--- src/rtl/uart_pkg.sv ---
// rtl/uart_pkg.sv - shared states, oversampling constants and vote helper for the UART receiver
package uart_pkg;

    typedef enum logic [2:0] {
        S_IDLE      = 3'd0,
        S_START     = 3'd1,
        S_DATA      = 3'd2,
        S_STOP      = 3'd3,
        S_WAIT_HIGH = 3'd4
    } rx_state_t;

    localparam int OVERSAMPLE = 16;

    // Sample numbers (1-based) within a bit that take part in the vote.
    localparam logic [3:0] SAMPLE_A = 4'd7;
    localparam logic [3:0] SAMPLE_B = 4'd8;
    localparam logic [3:0] SAMPLE_C = 4'd9;

    // Sample-counter value on the tick that closes a bit period.
    localparam logic [3:0] SAMPLE_LAST = 4'(OVERSAMPLE - 1);

    function automatic logic majority3(input logic a, input logic b, input logic c);
        return (a & b) | (a & c) | (b & c);
    endfunction

endpackage

--- src/rtl/uart_baud_tick.sv ---
// rtl/uart_baud_tick.sv - oversample tick generator, held at phase zero while cleared
//
// Ports:
//   i_clk    system clock
//   i_rst_n  asynchronous active-low reset
//   i_clear  forces the divider count to 0 (receiver idle)
//   o_tick   one-cycle pulse every TICK_DIV cycles while not cleared
module uart_baud_tick #(
    parameter int TICK_DIV = 651
) (
    input  logic i_clk,
    input  logic i_rst_n,
    input  logic i_clear,
    output logic o_tick
);

    localparam logic [15:0] LAST = 16'(TICK_DIV - 1);

    logic [15:0] r_cnt;

    always_ff @(posedge i_clk or negedge i_rst_n) begin
        if (!i_rst_n) begin
            r_cnt <= 16'd0;
        end else if (i_clear || r_cnt == LAST) begin
            r_cnt <= 16'd0;
        end else begin
            r_cnt <= r_cnt + 16'd1;
        end
    end

    assign o_tick = (r_cnt == LAST) && !i_clear;

endmodule

--- src/rtl/uart_receiver.sv ---
// rtl/uart_receiver.sv - 8N1 UART receive front end with 16x oversampling and sticky status
//
// Ports:
//   sysclk        system clock, rising edge
//   reset         asynchronous active-low reset
//   uart_rx       raw serial line, idle high, asynchronous
//   rx_ack        one-cycle pulse: data register has been read
//   rx_data       last accepted byte
//   rx_valid      rx_data holds an unread byte
//   rx_frame_err  sticky: a frame was dropped for a low stop bit
//   rx_overrun    sticky: a good frame was dropped because rx_valid was set
//   rx_busy       a frame is in progress
module uart_receiver
    import uart_pkg::*;
#(
    parameter int TICK_DIV  = 651,
    parameter int DATA_BITS = 8
) (
    input  logic                 sysclk,
    input  logic                 reset,
    input  logic                 uart_rx,
    input  logic                 rx_ack,
    output logic [DATA_BITS-1:0] rx_data,
    output logic                 rx_valid,
    output logic                 rx_frame_err,
    output logic                 rx_overrun,
    output logic                 rx_busy
);

    localparam logic [2:0] LAST_BIT = 3'(DATA_BITS - 1);

    logic                 r_sync1;
    logic                 r_sync2;
    rx_state_t            r_state;
    rx_state_t            w_next_state;
    logic [3:0]           r_samp_cnt;
    logic [2:0]           r_bit_cnt;
    logic                 r_samp_a;
    logic                 r_samp_b;
    logic [DATA_BITS-1:0] r_shift;

    logic w_rx_s;
    logic w_tick;
    logic w_at_a;
    logic w_at_b;
    logic w_decide;
    logic w_boundary;
    logic w_bit;
    logic w_shift_en;
    logic w_commit;
    logic w_ferr_set;

    assign w_rx_s = r_sync2;

    uart_baud_tick #(
        .TICK_DIV (TICK_DIV)
    ) u_baud_tick (
        .i_clk   (sysclk),
        .i_rst_n (reset),
        .i_clear (r_state == S_IDLE),
        .o_tick  (w_tick)
    );

    // The tick that completes sample k sees the counter still at k-1.
    assign w_at_a     = w_tick && (r_samp_cnt == SAMPLE_A - 4'd1);
    assign w_at_b     = w_tick && (r_samp_cnt == SAMPLE_B - 4'd1);
    assign w_decide   = w_tick && (r_samp_cnt == SAMPLE_C - 4'd1);
    assign w_boundary = w_tick && (r_samp_cnt == SAMPLE_LAST);

    // Third vote is the live sample, so the decision is ready on the deciding tick itself.
    assign w_bit = majority3(r_samp_a, r_samp_b, w_rx_s);

    always_comb begin
        w_next_state = r_state;
        w_shift_en   = 1'b0;
        w_commit     = 1'b0;
        w_ferr_set   = 1'b0;
        case (r_state)
            S_IDLE: begin
                if (!w_rx_s) begin
                    w_next_state = S_START;
                end
            end
            S_START: begin
                if (w_decide && w_bit) begin
                    w_next_state = S_IDLE;
                end else if (w_boundary) begin
                    w_next_state = S_DATA;
                end
            end
            S_DATA: begin
                w_shift_en = w_decide;
                if (w_boundary && r_bit_cnt == LAST_BIT) begin
                    w_next_state = S_STOP;
                end
            end
            S_STOP: begin
                // Leave at mid-stop so a following start edge is not missed.
                if (w_decide) begin
                    if (w_bit) begin
                        w_commit     = 1'b1;
                        w_next_state = S_IDLE;
                    end else begin
                        w_ferr_set   = 1'b1;
                        w_next_state = S_WAIT_HIGH;
                    end
                end
            end
            S_WAIT_HIGH: begin
                if (w_rx_s) begin
                    w_next_state = S_IDLE;
                end
            end
            default: begin
                w_next_state = S_IDLE;
            end
        endcase
    end

    always_ff @(posedge sysclk or negedge reset) begin
        if (!reset) begin
            r_sync1    <= 1'b1;
            r_sync2    <= 1'b1;
            r_state    <= S_IDLE;
            r_samp_cnt <= 4'd0;
            r_bit_cnt  <= 3'd0;
            r_samp_a   <= 1'b1;
            r_samp_b   <= 1'b1;
            r_shift    <= '0;
        end else begin
            r_sync1 <= uart_rx;
            r_sync2 <= r_sync1;
            r_state <= w_next_state;

            if (r_state == S_IDLE) begin
                r_samp_cnt <= 4'd0;
            end else if (w_tick) begin
                r_samp_cnt <= r_samp_cnt + 4'd1;
            end

            if (r_state != S_DATA) begin
                r_bit_cnt <= 3'd0;
            end else if (w_boundary) begin
                r_bit_cnt <= r_bit_cnt + 3'd1;
            end

            if (w_at_a) begin
                r_samp_a <= w_rx_s;
            end
            if (w_at_b) begin
                r_samp_b <= w_rx_s;
            end

            if (w_shift_en) begin
                r_shift <= {w_bit, r_shift[DATA_BITS-1:1]};
            end
        end
    end

    // Data register and sticky flags: a set always beats an ack clear.
    always_ff @(posedge sysclk or negedge reset) begin
        if (!reset) begin
            rx_data      <= '0;
            rx_valid     <= 1'b0;
            rx_frame_err <= 1'b0;
            rx_overrun   <= 1'b0;
        end else begin
            if (w_commit && (!rx_valid || rx_ack)) begin
                rx_data  <= r_shift;
                rx_valid <= 1'b1;
            end else if (rx_ack) begin
                rx_valid <= 1'b0;
            end

            if (w_commit && rx_valid && !rx_ack) begin
                rx_overrun <= 1'b1;
            end else if (rx_ack) begin
                rx_overrun <= 1'b0;
            end

            if (w_ferr_set) begin
                rx_frame_err <= 1'b1;
            end else if (rx_ack) begin
                rx_frame_err <= 1'b0;
            end
        end
    end

    assign rx_busy = (r_state != S_IDLE);

endmodule

--- config.mk ---
export PLATFORM = sky130hd
export DESIGN_NAME = uart_receiver
export DESIGN_NICKNAME = d
export VERILOG_FILES = /design/src/rtl/uart_pkg.sv /design/src/rtl/uart_baud_tick.sv /design/src/rtl/uart_receiver.sv
export SDC_FILE = /design/constraint.sdc
export NUM_CORES = 1
export LEC_CHECK = 0
export ABC_CLOCK_PERIOD_IN_PS = 2200
export CAP_MARGIN = 20
export CORE_MARGIN = 3
export CORE_UTILIZATION = 55
export CTS_BUF_LIST = sky130_fd_sc_hd__clkbuf_4 sky130_fd_sc_hd__clkbuf_8
export DETAILED_ROUTE_END_ITERATION = 6
export PLACE_DENSITY = 0.78
export SLEW_MARGIN = 20
export SYNTH_ARGS = -nofsm -noshare
export SYNTH_HDL_FRONTEND = slang
export SYNTH_HIERARCHICAL = 1
export SYNTH_SLANG_ARGS = --single-unit
--- constraint.sdc ---
create_clock -name sysclk -period 2.2 [get_ports sysclk]
set_clock_uncertainty 0.1 [all_clocks]
set_input_delay 0.44 -clock sysclk [delete_from_list [all_inputs] [get_ports sysclk]]
set_output_delay 0.44 -clock sysclk [all_outputs]
set_load 0.005 [all_outputs]
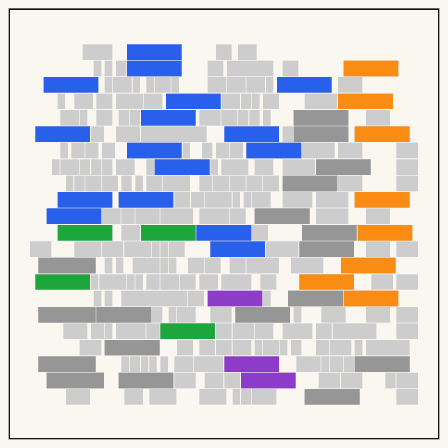
**Above:** run 1 (sequential cells grouped by signal name).
Other sequential cells in the stronger gray, the rest of the logic in the fainter gray.
purple -> r_state  # placed flops 3
green -> r_samp_cnt  # placed flops 4
orange -> rx_data  # placed flops 8
blue -> u_baud_tick/r_cnt  # placed flops 16
not colored = 18

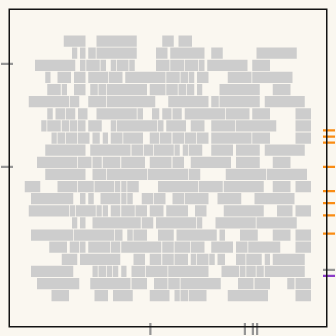
**Above:** run 1 (pin placement).
Pins as bars across the die edge, other pins in gray.
purple -> reset  # pins 1, direction input, edge right
orange -> rx_data  # pins 8, direction output, edge right

==> commit_impl_results.txt, run 1 <==
Store results of the implementation flow

* Run status: finished, violations left
- The final reports fail on negative setup slack.
* Clock tree from TritonCTS: yes
- Per the cell usage report, the commonest logic cells after layout are 45 x sky130_fd_sc_hd__dfrtp_1, 27 x sky130_fd_sc_hd__buf_4, 24 x sky130_fd_sc_hd__nor2_1.
- The initial antenna violation count is 0.
- Final instance count without filler cells: 294
- Number of distinct library cells after synthesis: 48
- Most instantiated flip-flop cell in the synthesis netlist: sky130_fd_sc_hd__dfrtp_1
- Clock latency on the worst-skew pair: 0.31 ns
- Clock sink count: 49
* Area of the multi-input gates: 1080 µm²
- The floorplan step records an initial core utilization of 60.1%.
* Arrival time of the worst setup path: 2.50 ns
* Most frequently used cell type in the post-synthesis netlist: sky130_fd_sc_hd__dfrtp_1
- Final-report hold violation count: 0
* Fraction of final layout cells with drive strength greater than 1: 32.1%
* Crit path DRT: 2.30 ns
* Core Region: 3850 µm²
- The final report gives the core utilization as 75.7%.
- RePlAce ended its routability-driven mode at a weighted congestion of 0.893.
- After floorplanning, the core was divided into 22 placement rows.
- Post-cts repair resize count: 4
- Setup Crit Path Kind: reg -> reg
- Proportion of cell area occupied by registers: 42.2%
- In this run, CTS created clock tree buffers numbering 5.
- Final setup margin: -0.200 ns
- The floorplan report lists the tap cell count as 48.
* Net switching power: 0.322 mW
- The post-placement cell area is 2690 µm².
- The script logs the ratio of routed vias to standard cells as 5.70.
* Power per unit of standard cell area: 578 nW/µm²
* Number of setup violations in the final report: 20
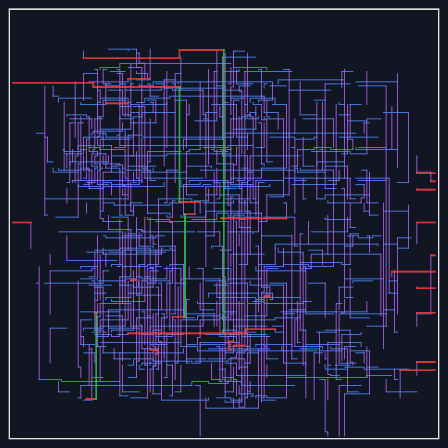
**Above:** run 1 (signal wires by layer).
purple -> M2  # wire length 2510 µm
green -> M4  # wire length 97.2 µm
red -> M3  # wire length 148 µm
blue -> M1  # wire length 2030 µm

-- run 1: routing by layer --
layer | GRT usage [%] | up-vias | part of all wire [%]
met5 | 0 | - | 0
met2 | 35.4 | 35 | 52
met3 | 6.11 | 9 | 3.1
met1 | 24.9 | 852 | 42
li1 | - | 779 | -
met4 | 7.93 | 0 | 2.0
-- run 1: logic make-up after synthesis --
family | after synthesis | share of synthesized area, %
AOI/OAI and AO/OA | 17 | 4.75
xor gates and xnor gates | 17 | 6.43
adders and majority gates | 8 | 4.21
buffers and inverters | 16 | 3.62
DFF | 49 | 53.2
muxes | 19 | 9.18
and+or+nand+nor | 76 | 18.6
-- run 1: power by group through the flow --
| stage | Sequential (mW) | Clock [mW] | Combinational [mW] |
|---|---|---|---|
| after floorplan | 0.922 | 0 | 0.00109 |
| after global placement | 0.923 | 0 | 0.0269 |
| after detailed placement | 0.923 | 0 | 0.0284 |
| after CTS | 0.905 | 0.763 | 0.0297 |
| after global routing | 0.906 | 0.802 | 0.0326 |
| final | 0.905 | 0.753 | 0.0283 |
-- run 1: path summary, 6_finish.rpt --
check                                                startpoint  depth (start not counted)                              to  slack, ns
worst max-delay path            u_baud_tick/r_cnt[12]$_DFF_PN0_                          7          r_shift[2]$_DFFE_PN0P_      -0.20
worst min-delay path                          r_sync1$_DFF_PN1_                          0               r_sync2$_DFF_PN1_       0.27
worst max register to register  u_baud_tick/r_cnt[12]$_DFF_PN0_                          7          r_shift[2]$_DFFE_PN0P_      -0.20
worst min register to register                r_sync1$_DFF_PN1_                          0               r_sync2$_DFF_PN1_       0.27
max in group asynchronous                                 reset                          3  u_baud_tick/r_cnt[9]$_DFF_PN0_       0.99
min in group asynchronous                                 reset                          2          rx_overrun$_DFFE_PN0P_       0.49
**Run 1: gate families picked out**

Bar = 20 µm.
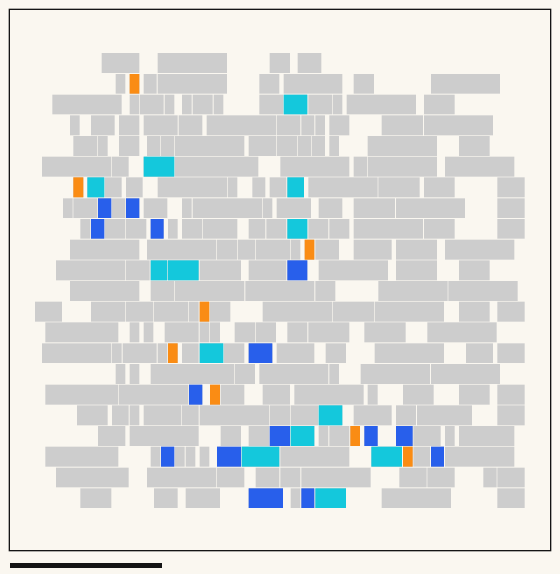

--- run 2 (diff from run 1) ---
--- a/config.mk
+++ b/config.mk
@@ -7,11 +7,13 @@
 export LEC_CHECK = 0
 export ABC_CLOCK_PERIOD_IN_PS = 2200
 export CAP_MARGIN = 20
+export CELL_PAD_IN_SITES_DETAIL_PLACEMENT = 0
+export CELL_PAD_IN_SITES_GLOBAL_PLACEMENT = 1
 export CORE_MARGIN = 3
-export CORE_UTILIZATION = 55
+export CORE_UTILIZATION = 44
 export CTS_BUF_LIST = sky130_fd_sc_hd__clkbuf_4 sky130_fd_sc_hd__clkbuf_8
 export DETAILED_ROUTE_END_ITERATION = 6
-export PLACE_DENSITY = 0.78
+export PLACE_DENSITY_LB_ADDON = 0.1
 export SLEW_MARGIN = 20
 export SYNTH_ARGS = -nofsm -noshare
 export SYNTH_HDL_FRONTEND = slang
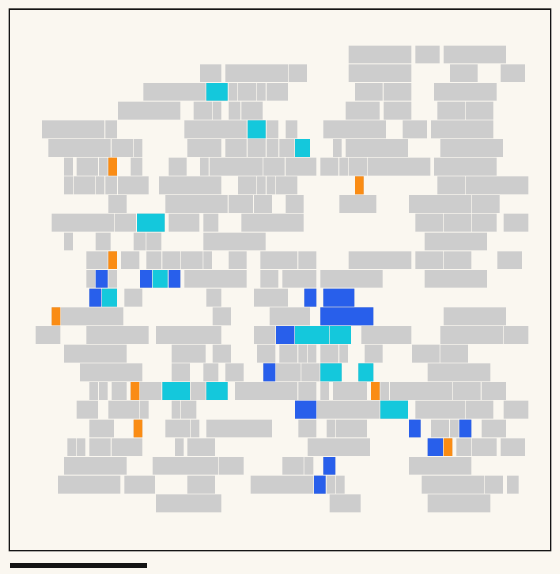
**Above:** run 2 (gate families picked out).
Bar = 20 µm.
cyan -> and/or cells  # cells 13
orange -> inv cells  # cells 8
blue -> aoi and oai cells  # cells 15

==> run 2 against run 1 <==
The run still ends with negative setup slack left. Hold slack got worse by 0.14 ns. Register-to-register slack better by 0.09 ns. Sequential power is essentially flat. Clock power decreased by about 30%. First-iteration DRC count fell by 30%.
==> commit_impl_results.txt, run 2 <==
Store results of the implementation flow

* Most frequently used cell type in the post-synthesis netlist: sky130_fd_sc_hd__dfrtp_1
* Fraction of final layout cells with drive strength greater than 1: 32.1% (about the same)
- Clock latency on the worst-skew pair: 0.31 ns (about the same)
* Most frequently placed logic cells in the final layout: 45 x sky130_fd_sc_hd__dfrtp_1, 25 x sky130_fd_sc_hd__buf_4, 23 x sky130_fd_sc_hd__nor2_1
* Number of distinct library cells after synthesis: 48 (unchanged)
- Dominant combinational family: simple AND/OR/NAND/NOR gates
- Arrival time of the worst setup path: 2.40 ns (-0.10 ns)
* Final-report hold violation count: 0 (unchanged)
- The power per unit of standard cell area was 509 nW/µm² (-12%).
- Number of setup violations in the final report: 19 (-5.0%)
- The checks that failed: negative setup slack.
- The data required time at the worst endpoint is 2.29 ns (about the same).
- The area fraction in compound gates was 4.75% (unchanged).
- In the synthesized netlist the dominant register cell turns out to be sky130_fd_sc_hd__dfrtp_1.
- Site Rows: 25 (+14%)
- Gp weighted congestion: 0.791 (-11%)
- Final setup margin: -0.108 ns (+0.0918 ns)
* Basic Gates by Area: 18.6% (unchanged)
* Clock tree from TritonCTS: yes
* CTS buffer count: 5 (unchanged)
- The initial antenna violation count is 0 (unchanged).
- Cell Area, Placed: 2700 µm² (+0.42%)
- By startpoint and endpoint, the worst setup path is classified as reg -> reg.
* Run status: finished, violations left
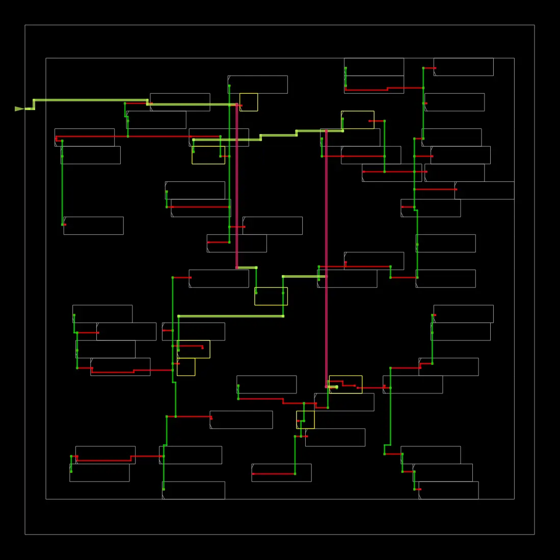
**Above:** run 2 (clock wiring as the flow saved it).
layout clock buffer count: 5
clock sink count: 49
clock-net power: 0.526 mW

## run 2: cell counts after synthesis
No cell type changed its count.
## run 2: layer usage
layer | GRT usage (%) | part of all wire [%] | vias up
li1 | - | - | 773
met1 | 19.2 | 48 | 787
met2 | 24.2 | 48 | 23
met3 | 4.59 | 3.1 | 5
met4 | 5.77 | 1.5 | 0
met5 | 0 | 0 | -
## run 2: per-stage QoR
stage	hold WS, ns	cells	utilization (%)
floorplan	0.0444	202	-
global placement	0.248	300	55.0
detailed placement	0.254	300	55.0
CTS	0.142	313	58.1
global route	0.167	310	58.2
finish	0.126	310	58.2
## run 2: worst paths after layout
path,start,to,slack (ns),depth (start not counted)
max in group asynchronous,reset,u_baud_tick/r_cnt[7]$_DFF_PN0_,1.47,2
min in group sysclk,r_sync1$_DFF_PN1_,r_sync2$_DFF_PN1_,0.27,0
worst min register to register,r_sync1$_DFF_PN1_,r_sync2$_DFF_PN1_,0.27,0
worst min-delay path,reset,rx_frame_err$_DFFE_PN0P_,0.13,2
worst max-delay path,u_baud_tick/r_cnt[0]$_DFF_PN0_,rx_data[6]$_DFFE_PN0P_,-0.11,10
worst max register to register,u_baud_tick/r_cnt[0]$_DFF_PN0_,rx_data[6]$_DFFE_PN0P_,-0.11,10
## run 2: area by class of cell
class                      instances  area [µm²]  area share, %
timing repair buffer              41         353           12.3
inverter                           8        30.0           1.05
clock buffer                       5        68.8           2.41
tap                               67        83.8           2.93
multi-input combinational        137        1070           37.4
clock inverter                     3        22.5          0.788
sequential                        49        1230           43.1
## run 2: where the power goes
group,switching [mW],total [mW],internal (mW)
clock network,0.303,0.526,0.223
logic,0.0180,0.0238,0.00579
registers,0.00169,0.905,0.903
## run 2: timing repair
item,CTS,global route
pin swaps,4,6
setup endpoints to repair,18,26
setup buffers,5,1
gates resized,5,6
Power figures rest on the tool's default switching activity, not on a simulated workload.
